### src/rtl/cpu_csr_exec_pkg.sv
// Shared types for the Zicsr execution block: funct3 encodings, CSR address type and
// the read-only address predicate.
package cpu_csr_exec_pkg;

    typedef logic [11:0] csr_t;

    typedef enum logic [2:0] {
        CSRRW  = 3'b001,
        CSRRS  = 3'b010,
        CSRRC  = 3'b011,
        CSRRWI = 3'b101,
        CSRRSI = 3'b110,
        CSRRCI = 3'b111
    } csr_funct3_t;

    function automatic logic csr_is_read_only(input csr_t addr);
        return addr[11:10] == 2'b11;
    endfunction

endpackage

### src/rtl/cpu_csr_alu.sv
// Combinational read-modify-write for Zicsr: new value, write decision and illegal flag.
module cpu_csr_alu
    import cpu_csr_exec_pkg::*;
#(
    parameter int unsigned XLEN = 32
) (
    input  logic [2:0]      funct3_i,
    input  csr_t            csr_i,
    input  logic [XLEN-1:0] old_i,
    input  logic [XLEN-1:0] src_i,
    input  logic            rs1_zero_i,
    output logic [XLEN-1:0] new_o,
    output logic            do_write_o,
    output logic            illegal_o
);

    always_comb begin
        new_o      = src_i;
        do_write_o = 1'b0;
        illegal_o  = 1'b0;
        case (funct3_i)
            CSRRW, CSRRWI: begin
                new_o      = src_i;
                do_write_o = 1'b1;
            end
            CSRRS: begin
                new_o      = old_i | src_i;
                do_write_o = !rs1_zero_i;
            end
            CSRRC: begin
                new_o      = old_i & ~src_i;
                do_write_o = !rs1_zero_i;
            end
            // Immediate src is the zero-extended zimm, so src != 0 is zimm != 0.
            CSRRSI: begin
                new_o      = old_i | src_i;
                do_write_o = |src_i;
            end
            CSRRCI: begin
                new_o      = old_i & ~src_i;
                do_write_o = |src_i;
            end
            default: illegal_o = 1'b1;
        endcase
        if (do_write_o && csr_is_read_only(csr_i)) begin
            illegal_o = 1'b1;
        end
    end

endmodule

### src/rtl/cpu_csr_exec.sv
// Zicsr executor sitting in front of the CSR file: IDLE -> RD -> WB -> RSP per request.
// Define CSR_EXEC_BACK2BACK_EN to accept the next request on the response handshake.
module cpu_csr_exec
    import cpu_csr_exec_pkg::*;
#(
    parameter int unsigned XLEN = 32
) (
    input  logic            clk_i,
    input  logic            reset_ni,
    input  logic            req_valid_i,
    output logic            req_ready_o,
    input  logic [2:0]      req_funct3_i,
    input  csr_t            req_csr_i,
    input  logic [XLEN-1:0] req_rs1_data_i,
    input  logic [4:0]      req_zimm_i,
    input  logic            req_rs1_zero_i,
    input  logic            req_rd_zero_i,
    output csr_t            csr_read_addr_o,
    output logic            csr_read_enable_o,
    input  logic [XLEN-1:0] csr_read_data_i,
    output csr_t            csr_write_addr_o,
    output logic [XLEN-1:0] csr_write_data_o,
    output logic            csr_write_enable_o,
    output logic            resp_valid_o,
    input  logic            resp_ready_i,
    output logic [XLEN-1:0] resp_rd_data_o,
    output logic            resp_illegal_o,
    output logic            retired_o
);

    typedef enum logic [1:0] {StIdle, StRd, StWb, StRsp} state_e;

    state_e          state_q, state_d;
    logic [2:0]      funct3_q;
    csr_t            csr_q;
    logic [XLEN-1:0] src_q;
    logic [XLEN-1:0] rd_data_q;
    logic            rs1_zero_q;
    logic            rd_zero_q;
    logic            illegal_q;
    logic            init_done_q;

    logic            accept;
    logic            read_suppressed;
    logic [XLEN-1:0] old_val;
    logic [XLEN-1:0] new_val;
    logic            do_write;
    logic            alu_illegal;

    // CSRRW/CSRRWI with rd=x0 must not cause read side effects.
    assign read_suppressed = (funct3_q[1:0] == 2'b01) && rd_zero_q;
    assign old_val         = read_suppressed ? '0 : csr_read_data_i;
    assign accept          = req_valid_i && req_ready_o;

    cpu_csr_alu #(
        .XLEN(XLEN)
    ) u_alu (
        .funct3_i  (funct3_q),
        .csr_i     (csr_q),
        .old_i     (old_val),
        .src_i     (src_q),
        .rs1_zero_i(rs1_zero_q),
        .new_o     (new_val),
        .do_write_o(do_write),
        .illegal_o (alu_illegal)
    );

    always_comb begin
        state_d            = state_q;
        req_ready_o        = 1'b0;
        csr_read_addr_o    = '0;
        csr_read_enable_o  = 1'b0;
        csr_write_addr_o   = '0;
        csr_write_data_o   = '0;
        csr_write_enable_o = 1'b0;
        resp_valid_o       = 1'b0;
        resp_rd_data_o     = '0;
        resp_illegal_o     = 1'b0;
        retired_o          = 1'b0;
        case (state_q)
            StIdle: begin
                // Held low for the first cycle after reset so every output is 0 in reset.
                req_ready_o = init_done_q;
                if (req_valid_i && init_done_q) begin
                    state_d = StRd;
                end
            end
            StRd: begin
                csr_read_addr_o   = csr_q;
                csr_read_enable_o = !read_suppressed;
                state_d           = StWb;
            end
            StWb: begin
                csr_write_addr_o   = csr_q;
                csr_write_data_o   = new_val;
                csr_write_enable_o = do_write && !alu_illegal;
                state_d            = StRsp;
            end
            StRsp: begin
                resp_valid_o   = 1'b1;
                resp_rd_data_o = rd_data_q;
                resp_illegal_o = illegal_q;
                if (resp_ready_i) begin
                    retired_o = !illegal_q;
                    state_d   = StIdle;
`ifdef CSR_EXEC_BACK2BACK_EN
                    req_ready_o = 1'b1;
                    if (req_valid_i) begin
                        state_d = StRd;
                    end
`endif
                end
            end
            default: state_d = StIdle;
        endcase
    end

    always_ff @(posedge clk_i or negedge reset_ni) begin
        if (!reset_ni) begin
            state_q     <= StIdle;
            init_done_q <= 1'b0;
            funct3_q    <= '0;
            csr_q       <= '0;
            src_q       <= '0;
            rs1_zero_q  <= 1'b0;
            rd_zero_q   <= 1'b0;
            rd_data_q   <= '0;
            illegal_q   <= 1'b0;
        end else begin
            state_q     <= state_d;
            init_done_q <= 1'b1;
            if (accept) begin
                funct3_q   <= req_funct3_i;
                csr_q      <= req_csr_i;
                src_q      <= req_funct3_i[2] ? {{(XLEN - 5){1'b0}}, req_zimm_i} : req_rs1_data_i;
                rs1_zero_q <= req_rs1_zero_i;
                rd_zero_q  <= req_rd_zero_i;
            end
            if (state_q == StWb) begin
                rd_data_q <= old_val;
                illegal_q <= alu_illegal;
            end
        end
    end

endmodule

### config.mk
export PLATFORM = sky130hd
export DESIGN_NAME = cpu_csr_exec
export DESIGN_NICKNAME = d
export VERILOG_FILES = /design/src/rtl/cpu_csr_exec_pkg.sv /design/src/rtl/cpu_csr_alu.sv /design/src/rtl/cpu_csr_exec.sv
export SDC_FILE = /design/constraint.sdc
export NUM_CORES = 1
export LEC_CHECK = 0
export ABC_AREA = 1
export CAP_MARGIN = 20
export CORE_UTILIZATION = 40
export CTS_CLUSTER_DIAMETER = 150
export DETAILED_ROUTE_END_ITERATION = 8
export GPL_ROUTABILITY_DRIVEN = 0
export PLACE_DENSITY = 0.73
export SLEW_MARGIN = 20
export SYNTH_ARGS = -nofsm -noshare
export SYNTH_HDL_FRONTEND = slang
export SYNTH_HIERARCHICAL = 1
export SYNTH_SLANG_ARGS = --single-unit
### constraint.sdc
create_clock -name clk_i -period 1.8 [get_ports clk_i]
set_input_delay 0.27 -clock clk_i [delete_from_list [all_inputs] [get_ports clk_i]]
set_output_delay 0.27 -clock clk_i [all_outputs]
set_load 0.05 [all_outputs]
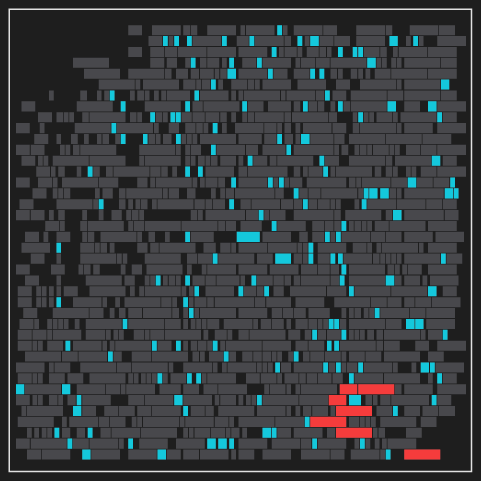
Run 1: logic cells by family
(4 px per µm)
Cyan stands for inv cells, cells 154, most used inv_2, where widely spread. Red stands for fa/ha/maj cells, cells 7, most used ha_4, where south-east.

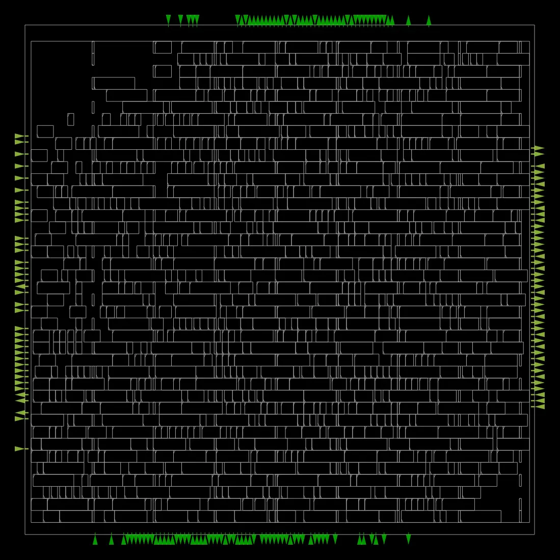
Run 1: cell placement
sequential fraction of total cell area: 21.3%
Final Instance Count excl. Fillers: 1185
fillcell total: 691
core box area: 12300 µm²

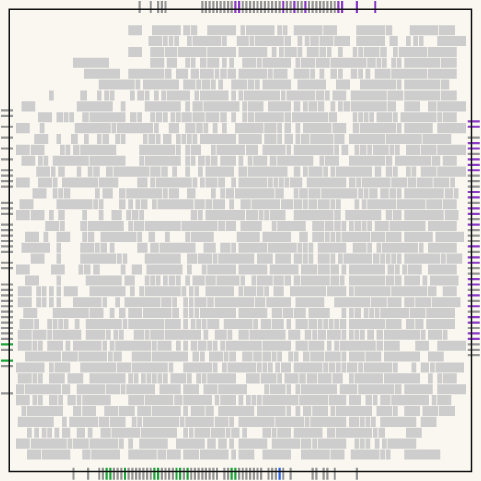
Run 1: ports around the boundary
(4 px per µm) Pins as bars across the die edge, other pins in grey.
Green stands for `csr_write_addr_o`, pins 12, direction output, edge 10 south, 2 west. Purple stands for `resp_rd_data_o`, pins 32, direction output, edge 23 east, 9 north. Blue stands for `req_ready_o`, pins 1, direction output, edge south.

==> flow_summary.yaml, run 1 <==
# flow metrics
final_timing:
  hold_slack_ns: 0.390
  hold_viol: 0
  final_critical_path_setup_slack_ns: -0.284
  period_minus_slack_ns: 2.08
  clock.fmax_mhz: 480
  finalClockPeriodUsage_pct: 116
  fin_setup_tns_ns: -8.31
  setup_violations: 86
  unrepaired_setup_endpoints_after_global_routing: "yes"
  finalMaxSlewViolations: 0
  clock_skew_ns: 0.00713
synth:
  synthDominantAreaCellType: "dfrtp_1"
  synth_cell_types: 19
  yosys.stat.chipArea_um2: 5130
  ys.flops: 85
  netlist_top_cells_area: "dfrtp_1 41%, nand2_1 23%, inv_1 11%"
  postSynthSeqShare_pct: 41.5
  syn_area_um2: 5130
  syn-mean-instance-area_um2: 6.51
  yosys.area.top_type_share_pct: 41.5
  synthesis.yosys.warnings: 6
  syn-num-nets: 884
  ys_cells: 787
  synthCells: 787
layout:
  core_occupancy_in_the_finished_layout_pct: 81.4
  nets: 1109
  layout.area.comb_um2: 2930
  area_growth_syn_to_layout_pct: 94.8
  finalInstanceArea_um2: 9990
  drive_gt1_share_pct: 41.9
  seqCellArea_um2: 2130
floorplan:
  num_io_pins: 184
  floorplan.rows: 40
  fp.dieH_um: 115
  die-width_um: 115
  fp_util_pct: 41.8
place:
  post_dp_cell_area_um2: 8160
  dp_cell_count: 1123
  post-dp-hpwl_mm: 11.9
  pre_cts_slack_ns: 0.0274
  port_buffers: 183
clocking:
  cts.sinks: 85
  numCtsBuffers: 9
  tritoncts: "built"
  cts_htree_levels: 3
  clkTransAtPathRegs_ns: 0.06
  cts-root-to-sink-buffers: 2
  clock-root-buffer: "clkbuf_16"
  clk_latency_ns: 0.34
status:
  violations: "setup timing"
  status: "finished, violations left"
flow_run:
  stage_log_warnings: 34
  maxCapViolations: 0
global_routing:
  antenna_violations_before_repair: 0
  pin_count_of_the_biggest_net_entering_global_routing: 65
  first_global_vias: 5665
  grt.overflow.total: 0
  wire_length_of_the_first_global_routing_pass_mm: 29.8
  globalRouteTotalUtil_pct: 29.8
worst_setup_path:
  worst_ep_arrival_time_ns: 1.81
  cpPeakStageDelay_ns: 0.38
  critical_path_class: "flop to output pin"
  cp-startpoint: "src_q[22]$_DFFE_PN0P_"
  r2r_path_start: "state_q[1]$_DFFE_PN0P_"
  critical_path.n_buffers_inverters: 2
  setup.worst_path.start_class: "flop"
  crit_fanout: 3
  path_delay_family: "simple AND/OR/NAND/NOR gates"
  critical_path.cell_chain: "inv_1 > nand4_1 > nor2_1 > nand3_1 > nand2_2 > nand2_2 > nand2_2 > nand2_4 > nor2_4 > buf_12"
  cp_slowest_cell: "dfrtp_1"
  worst_path_most_repeated_cell: "nand2_2"
  timing.critical_path.to_type: "output pin"
pwr:
  power_density_nw_per_um2: 1870
  power_leakage_nw: 5.32
  irDropWorstVdd_v: 0.000972
  total_power_mw: 18.7
route:
  detailed_route_wl_mm: 20.5
  vias_after_detailed_routing: 5985
  drt_iter0_markers: 438
  route.detailed.wl_per_inst_um: 17.3
  route.antenna.remaining_nets: 0
  first_pass_iters: 7
  post-route-drc-count: 0
hold_path:
  hp-class: "input pin to async pin"
[run 1: timing repair]
| item | 4_1_cts | 5_1_grt |
|---|---|---|
| hold buffers | 1 | 0 |
| resized | 250 | 143 |
| setup endpoints to repair | 89 | 92 |
| endpoints found under the hold margin | 21 | 0 |
| cloned | 13 | 1 |
| buffers inserted | 28 | 9 |
| pin swaps | 27 | 69 |
[run 1: layout by cell type (no fill, tap or decap), types with 5 or more instances in the layout]
cell	count
buf_16	9
nand3_1	54
a21oi_2	20
clkbuf_16	10
inv_4	28
inv_1	48
nand2_2	15
buf_6	7
buf_12	108
nand2_4	49
nor2_4	6
nand2_1	247
clkdlybuf4s50_1	88
o21ai_2	13
dfrtp_1	84
ha_4	5
inv_2	75
nor2_2	17
a21oi_1	7
nor2_1	26
o21ai_1	27
buf_4	40
[run 1: where the power goes]
group	total, mW	leakage, nW	switching, mW	internal [mW]
combinational	13.1	4.10	7.29	5.80
clock	1.84	0.141	0.751	1.09
sequential	3.77	1.07	0.941	2.83
[run 1: final cells by class]
cell class / instances / share of cell area (%)
Clock buffer: 14 / 2.84
Clock inverter: 2 / 0.150
Inverter: 154 / 6.74
Multi-Input combinational cell: 505 / 29.3
Sequential cell: 85 / 21.3
Tap cell: 168 / 2.10
Timing Repair Buffer: 257 / 37.5
[run 1: metal layers]
metal | wire length, µm | share of wire [%] | up-vias | global-route usage (%)
met5 | 0 | 0 | - | 0
met4 | 863 | 4.2 | 0 | 12.9
met3 | 1230 | 6.0 | 65 | 5.90
met2 | 10300 | 50 | 279 | 50.5
met1 | 8110 | 40 | 2847 | 36.9
li1 | - | - | 2794 | -
[run 1: state kept, by name, indices dropped and copies added (netlist names)]
| signal | cells |
|---|---|
| csr_q | 12 |
| funct3_q | 3 |
| illegal_q | 1 |
| init_done_q | 1 |
| rd_data_q | 32 |
| rd_zero_q | 1 |
| rs1_zero_q | 1 |
| src_q | 32 |
| state_q | 2 |
[run 1: synthesized netlist by cell type]
cell and n:
conb_1 1, buf_2 23, buf_6 5, dfrtp_1 85, ha_1 7, nand3_2 2, o21ai_0 20, clkbuf_1 2
inv_2 5, nor2_2 1, nand3_1 55, o21ai_1 26, a21oi_1 31, inv_1 149, nand2_2 1, buf_4 13
nand4_1 2, nor2_1 48, nand2_1 311
[run 1: worst paths after layout]
path / to / slack (ns) / cells past startpoint
worst min-delay path: csr_q[10]$_DFFE_PN0P_ / 0.39 / 2
max in group asynchronous: rd_data_q[11]$_DFFE_PN0N_ / 0.82 / 3
worst min register to register: src_q[10]$_DFFE_PN0P_ / 0.49 / 2
worst max register to register: rd_data_q[9]$_DFFE_PN0N_ / 0.14 / 7
worst max-delay path: csr_write_enable_o / -0.28 / 10
min in group clk_i: csr_q[0]$_DFFE_PN0P_ / 0.46 / 3
[run 1: logic make-up after synthesis]
| group | synth area share [%] |
|---|---|
| buffers and inverters | 16.7 |
| adders and majority gates | 1.71 |
| DFF | 41.5 |
| AOI/OAI and AO/OA | 7.52 |
| and+or+nand+nor | 32.5 |
| other | 0.0732 |
## Run 2: what changed since run 1
Settings changed: CTS_CLUSTER_SIZE from default to 8, PLACE_DENSITY 0.73 to 0.71.
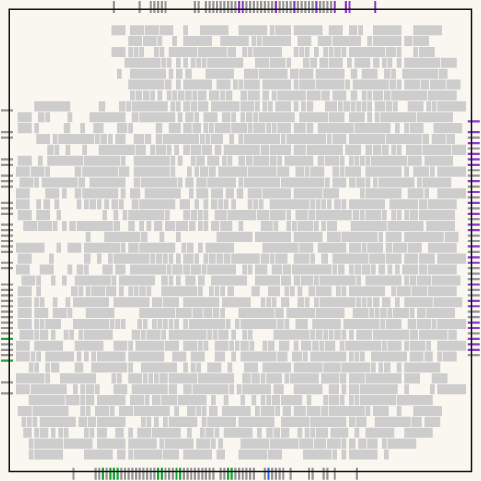
Run 2: ports around the boundary
(4 px per µm) Pins as bars across the die edge, other pins in grey.
Purple stands for `resp_rd_data_o`, pins 32, direction output, edge 23 east, 9 north. Green stands for `csr_write_addr_o`, pins 12, direction output, edge 10 south, 2 west. Blue stands for `req_ready_o`, pins 1, direction output, edge south.
All pins by edge: 57 south, 48 north, 43 east, 36 west.
die boundary height: 115 µm
number of buffers inserted by port buffering: 183

==> run 2 against run 1 <==
The run still ends with setup timing left. Sequential power down 2%. Core utilization down 2.4 points. Clock power about the same. Combinational power down 6%. Clock skew down 0.0037 ns. First-iteration DRC count up 12%. Via count down 1.9%. Die area unchanged. Hold slack worse by 0.094 ns. Wire length down 3.2%. Fmax up 0.21%. Register-to-register slack better by 0.12 ns. Largest cell class unchanged. Largest power group unchanged. Highest routed layer unchanged.
==> flow_summary.yaml, run 2 <==
# flow metrics
layout:
  top_regs: "rd_data_q x32, src_q x32, csr_q x12"
  core_occupancy_in_the_finished_layout_pct: 79.1
  area_growth_syn_to_layout_pct: 89.1
  seqCellArea_um2: 2130
  layout.area.comb_um2: 2780
  drive_gt1_share_pct: 41.0
  most-common-layout-cells: "252 x nand2_1, 104 x buf_12, 88 x clkdlybuf4s50_1"
  most_common_library_cell_in_the_layout_ignoring_fill_and_taps: "nand2_1"
  nets: 1107
worst_setup_path:
  crit_fanout: 17
  critical_path_class: "flop to output pin"
  critical_path.cell_chain: "buf_4 > buf_12 > nand2_2 > inv_4 > buf_12 > a21oi_2 > nand2_1 > inv_2 > buf_12"
  timing.critical_path.to_type: "output pin"
  setup.worst_path.start_class: "flop"
  cp_slowest_cell: "dfrtp_1"
  r2r_path_start: "state_q[0]$_DFFE_PN0P_"
  critical_path.n_buffers_inverters: 6
  timing.reg2reg.setup_slack_ns: 0.26
  worst_ep_arrival_time_ns: 1.81
  worst_r2r_path_depth: 7
  worst_path_most_repeated_cell: "buf_12"
  r2r-end: "rd_data_q[0]$_DFFE_PN0N_"
clocking:
  cts-root-to-sink-buffers: 2
  cts.sinks: 85
  numCtsBuffers: 9
  clk_latency_ns: 0.33
  cts_htree_levels: 3
  clock-root-buffer: "clkbuf_16"
synth:
  postSynth.topFlopCell: "dfrtp_1"
  ys.flops: 85
  synth-async-reset-ratio_pct: 100
  top_cell: "nand2_1"
  synthesis.yosys.warnings: 6
  synthCells: 787
  yosys.stat.chipArea_um2: 5130
  enable_flop_cells: 0
  synth.top_cells.by_count: "311 x nand2_1, 149 x inv_1, 85 x dfrtp_1"
  yosys.area.top_type_share_pct: 41.5
  postSynthSeqShare_pct: 41.5
  syn-num-nets: 884
  syn_area_um2: 5130
  ys_cells: 787
  synth_cell_types: 19
  netlist_top_cells_area: "dfrtp_1 41%, nand2_1 23%, inv_1 11%"
pwr:
  power_leakage_nw: 5.14
  total_power_mw: 17.8
  power_density_nw_per_um2: 1840
route:
  route.detailed.wl_per_inst_um: 16.8
  detailed_route_wl_mm: 19.9
  first_pass_iters: 5
  post-route-drc-count: 0
  route.antenna.remaining_nets: 0
  drt_iter0_markers: 489
  vias_after_detailed_routing: 5871
floorplan:
  num_io_pins: 184
  die-width_um: 115
  floorplan.rows: 40
  floorplan.core_area_um2: 12300
final_timing:
  finalMaxSlewViolations: 0
  clock.fmax_mhz: 481
  period_minus_slack_ns: 2.08
  setup_violations: 54
  finalClockPeriodUsage_pct: 116
  unrepaired_setup_endpoints_after_global_routing: "yes"
  hold_viol: 0
  final_critical_path_setup_slack_ns: -0.280
status:
  violations: "setup timing"
  status: "finished, violations left"
global_routing:
  first_global_vias: 5244
  wire_length_of_the_first_global_routing_pass_mm: 26.9
  pin_count_of_the_biggest_net_entering_global_routing: 77
  antenna_violations_before_repair: 0
  globalRouteTotalUtil_pct: 26.4
  grt.overflow.total: 0
place:
  post-dp-hpwl_mm: 11.9
  pre_cts_slack_ns: 0.0625
hold_path:
  hp-class: "input pin to async pin"
flow_run:
  stage_log_warnings: 34
[run 2: netlist changes by cell type in the layout (fill, tap and decap cells not counted), sizes merged]
cell,before,now
buf,167,160
bufinv,0,1
clkbuf,15,16
clkinv,1,3
clkinvlp,2,1
inv,153,154
[run 2: cell type report]
cell class | instances | area share, %
Inverter | 154 | 6.56
Clock buffer | 10 | 2.36
Sequential cell | 85 | 22.0
Timing Repair Buffer | 255 | 37.7
Clock inverter | 5 | 0.542
Tap cell | 168 | 2.17
Multi-Input combinational cell | 505 | 28.7
[run 2: how the worst max path moves through the flow]
stage                                      end  slack (ns)  cells after the start                     from
after floorplan                      retired_o        0.06                      3   state_q[1]$_DFFE_PN0P_
after detailed placement    csr_write_enable_o        0.06                     12    src_q[17]$_DFFE_PN0P_
after global placement     csr_write_data_o[0]        0.05                      8       csr_read_data_i[0]
after global routing      csr_write_data_o[25]       -0.34                      9  funct3_q[1]$_DFFE_PN0P_
after CTS                 csr_write_data_o[13]       -0.20                     11  funct3_q[1]$_DFFE_PN0P_
final                     csr_write_data_o[25]       -0.28                      9  funct3_q[1]$_DFFE_PN0P_
[run 2: through the flow]
step	area [µm²]	instances	hold WS [ns]
after floorplan	5130	787	-0.0256
final	9690	1182	0.295
after CTS	8890	1162	0.291
after global placement	8160	1124	0.0917
after global routing	9690	1182	0.299
after detailed placement	8160	1124	0.0902
[run 2: per-layer routing]
metal | track usage [%] | share of wire (%) | up-vias
li1 | - | - | 2779
met1 | 35.1 | 41 | 2755
met2 | 44.1 | 50 | 287
met3 | 3.69 | 5.6 | 50
met4 | 9.18 | 3.4 | 0
met5 | 0 | 0 | -
[run 2: repair_timing]
action	4_1_cts	5_1_grt
hold buffers	1	0
pin swaps	13	42
endpoints found under the setup margin	89	90
cloned	4	8
setup buffers	18	12
gates resized	112	218
hold endpoints to repair	54	0
[run 2: report_power, final]
part / internal [mW] / switching (mW)
combinational: 5.41 / 6.89
clock: 1.06 / 0.752
sequential: 2.83 / 0.869
total: 9.31 / 8.51
[run 2: logic make-up after synthesis]
| logic type | count (synthesis) | synth area share [%] |
|---|---|---|
| AND/OR/NAND/NOR | 420 | 32.5 |
| buffers and inverters | 197 | 16.7 |
| flip-flops | 85 | 41.5 |
| AND-OR/OR-AND | 77 | 7.52 |
| adder cells (fa/ha/maj) | 7 | 1.71 |
| other | 1 | 0.0732 |
## Run 3: what changed since run 2
Settings changed: GPL_TIMING_DRIVEN from default to 0.
Clock period 1.8 ns to 2 ns, I/O delays scaled along.
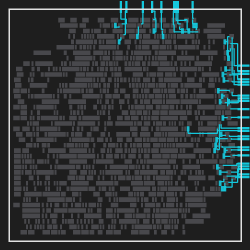
Run 3: port wiring
(2 px per µm)
Cyan stands for `resp_rd_data_o`, bits 32, direction output, end cells 32, buffers 32, wire 417 µm.

==> run 3 against run 2 <==
The run still ends with setup timing left. Global-route usage fell by 1.7 points. First-iteration DRC count fell by 32%. Largest power group unchanged. Largest cell class is now combinational gates. Die area is the same. Total power down 25%. Critical path depth grew 3. Non-clock buffer count down 2. Highest routed layer unchanged. Wire length fell by 13%. Synthesized cell count did not move. Sequential cell count did not move. Area after synthesis did not move. Sequential share of layout area increased by 3.7 points. Clock skew rose by 0.0057 ns.
==> flow_summary.yaml, run 3 <==
# flow metrics
worst_setup_path:
  worst_path_most_repeated_cell: "nand2_2"
  critical_path.cell_chain: "inv_2 > nand2_1 > nor2_1 > nand2_1 > nor2_2 > nand3_2 > nand2_2 > nand2_2 > nand2_2 > nand2_2 > nor2_2 > buf_6"
  crit_fanout: 3
  cp_slowest_cell: "dfrtp_1"
  timing.critical_path.to_type: "output pin"
  timing.reg2reg.setup_slack_ns: 0.36
  critical_path_required_ns: 1.70
  cpPeakStageDelay_ns: 0.40
  setup.worst_path.start_class: "flop"
  worst_ep_arrival_time_ns: 1.85
  critical_path_class: "flop to output pin"
route:
  vias_per_cell: 4.76
  first_pass_iters: 5
  drt_iter0_markers: 334
  route.antenna.remaining_nets: 0
  post-route-drc-count: 0
  route.detailed.wl_per_inst_um: 14.6
  detailed_route_wl_mm: 17.3
  vias_after_detailed_routing: 5622
floorplan:
  floorplan.rows: 40
  fp_util_pct: 41.8
  fp.dieH_um: 115
  die-width_um: 115
  num_io_pins: 184
  fp.dieArea_um2: 13300
  floorplan.core_area_um2: 12300
pwr:
  irDropWorstVdd_v: 0.000654
  share_seq_of_total_power_pct: 24.4
  power_leakage_nw: 4.71
  power_frac_clock_pct: 13.2
  power.net_switching_mw: 6.58
  power_density_nw_per_um2: 1610
  cell_internal_pwr_mw: 6.77
  total_power_mw: 13.3
  sw_share_pct: 49.3
  power.combinational.fraction_pct: 62.4
final_timing:
  fin_setup_tns_ns: -1.01
  period_minus_slack_ns: 2.15
  unrepaired_setup_endpoints_after_global_routing: "yes"
  setup_violations: 27
  clock_skew_ns: 0.00916
  finalClockPeriodUsage_pct: 107
  worst_slew_margin_rel_pct: 60.7
  tightestPinTransition_ns: 0.589
  hold_viol: 0
  final_critical_path_setup_slack_ns: -0.149
  clock.fmax_mhz: 465
  finalMaxSlewViolations: 0
layout:
  area_growth_syn_to_layout_pct: 62.1
  drive_gt1_share_pct: 28.0
  top_regs: "rd_data_q x32, src_q x32, csr_q x12"
  nets: 1106
  most_common_library_cell_in_the_layout_ignoring_fill_and_taps: "nand2_1"
  core_occupancy_in_the_finished_layout_pct: 67.8
  antenna_cells: 0
  most-common-layout-cells: "305 x nand2_1, 124 x inv_1, 88 x clkdlybuf4s50_1"
synth:
  synthDominantAreaCellType: "dfrtp_1"
  postSynth.topFlopCell: "dfrtp_1"
  synth_cell_types: 19
  ys_cells: 787
  syn-mean-instance-area_um2: 6.51
  enable_flop_cells: 0
  postSynthSeqShare_pct: 41.5
  ys.flops: 85
  yosys.stat.chipArea_um2: 5130
  synth-async-reset-ratio_pct: 100
  synth.top_cells.by_count: "311 x nand2_1, 149 x inv_1, 85 x dfrtp_1"
  netlist_top_cells_area: "dfrtp_1 41%, nand2_1 23%, inv_1 11%"
  syn-num-nets: 884
  yosys.area.top_type_share_pct: 41.5
  synthCells: 787
  syn_area_um2: 5130
  top_cell: "nand2_1"
  synthesis.yosys.warnings: 6
place:
  port_buffers: 183
  post-dp-hpwl_mm: 12.2
global_routing:
  antenna_violations_before_repair: 0
  globalRouteTotalUtil_pct: 24.6
  first_global_vias: 4931
  grt.overflow.total: 0
  wire_length_of_the_first_global_routing_pass_mm: 25.0
  pin_count_of_the_biggest_net_entering_global_routing: 45
clocking:
  clkTransAtPathRegs_ns: 0.06
  cts.sinks: 85
  clk_latency_ns: 0.34
  clock-root-buffer: "clkbuf_16"
  cts_htree_levels: 3
  cts-root-to-sink-buffers: 2
  tritoncts: "built"
  numCtsBuffers: 9
status:
  status: "finished, violations left"
  violations: "setup timing"
flow_run:
  stage_log_warnings: 34
  maxCapViolations: 0
hold_path:
  hp-class: "flop to flop"
## run 3: power groups by stage
stage	Combinational (mW)	Clock (mW)	Sequential, mW
after floorplan	4.87	0	2.99
after global placement	6.83	0	3.17
after detailed placement	6.90	0	3.20
after CTS	7.19	1.77	3.20
after global routing	8.92	1.85	3.36
final	8.33	1.76	3.26
## run 3: critical path, delay by kind of cell (launching register included)
kind | cells | cell delay, ns
buffers and inverters | 2 | 0.25
and+or+nand+nor | 10 | 0.85
DFF | 1 | 0.40
## run 3: kinds of logic (layout without fill, tap and decap cells)
logic type / count (synthesis) / count (layout) / synth area share, %
flip-flops: 85 / 85 / 41.5
AND/OR/NAND/NOR: 420 / 420 / 32.5
buffers and inverters: 197 / 424 / 16.7
AND-OR/OR-AND: 77 / 77 / 7.52
adder cells (fa/ha/maj): 7 / 7 / 1.71
other: 1 / 1 / 0.0732
## run 3: layout make-up
type | instances | area [µm²]
fillers | 1043 | 3950
multi-input cells | 505 | 2540
flip-flops and latches | 85 | 2130
repair buffers | 212 | 2110
inverters | 154 | 598
plain buffers | 41 | 395
clock buffers | 13 | 270
well taps | 168 | 210
clock inverters | 3 | 42.5
repair inverters | 1 | 11.3
## run 3: path summary, 6_finish.rpt
check	cells past startpoint	startpoint	endpoint
worst max-delay path	12	src_q[17]$_DFFE_PN0P_	csr_write_enable_o
worst min-delay path	2	rd_data_q[31]$_DFFE_PN0N_	rd_data_q[31]$_DFFE_PN0N_
worst max register to register	5	state_q[1]$_DFFE_PN0P_	funct3_q[2]$_DFFE_PN0P_
worst min register to register	2	rd_data_q[31]$_DFFE_PN0N_	rd_data_q[31]$_DFFE_PN0N_
max in group asynchronous	3	reset_ni	rd_data_q[16]$_DFFE_PN0N_
min in group asynchronous	2	reset_ni	csr_q[0]$_DFFE_PN0P_
## run 3: per-layer routing
| layer | track usage (%) | vias up | share of wire, % | wire length (µm) |
|---|---|---|---|---|
| met2 | 41.2 | 233 | 49 | 8430 |
| met5 | 0 | - | 0 | 0 |
| met3 | 2.69 | 32 | 5.6 | 960 |
| met4 | 8.31 | 0 | 2.0 | 345 |
| li1 | - | 2769 | - | - |
| met1 | 33.4 | 2588 | 44 | 7550 |
## run 3: timing repair
item / 4_1_cts / 5_1_grt
hold endpoints to repair: 43 / 0
hold buffers: 1 / 0
setup endpoints to repair: 94 / 92
pin swaps: 3 / 38
buffers inserted: 7 / 16
gates cloned: 0 / 5
gates resized: 587 / 214
## run 3: per-stage QoR
| stage | setup slack [ns] | instance area [µm²] | instances | hold WS [ns] |
|---|---|---|---|---|
| 2_1_floorplan | 0.0339 | 5130 | 787 | 0.00441 |
| 5_1_grt | -0.232 | 8310 | 1182 | 0.496 |
| 6_report | -0.149 | 8310 | 1182 | 0.483 |
| 3_5_place_dp | -0.592 | 7190 | 1139 | 0.341 |
| 3_3_place_gp | -2.45 | 7170 | 1138 | 0.463 |
| 4_1_cts | -0.120 | 7540 | 1162 | 0.483 |
Power figures rest on the tool's default switching activity, not on a simulated workload.
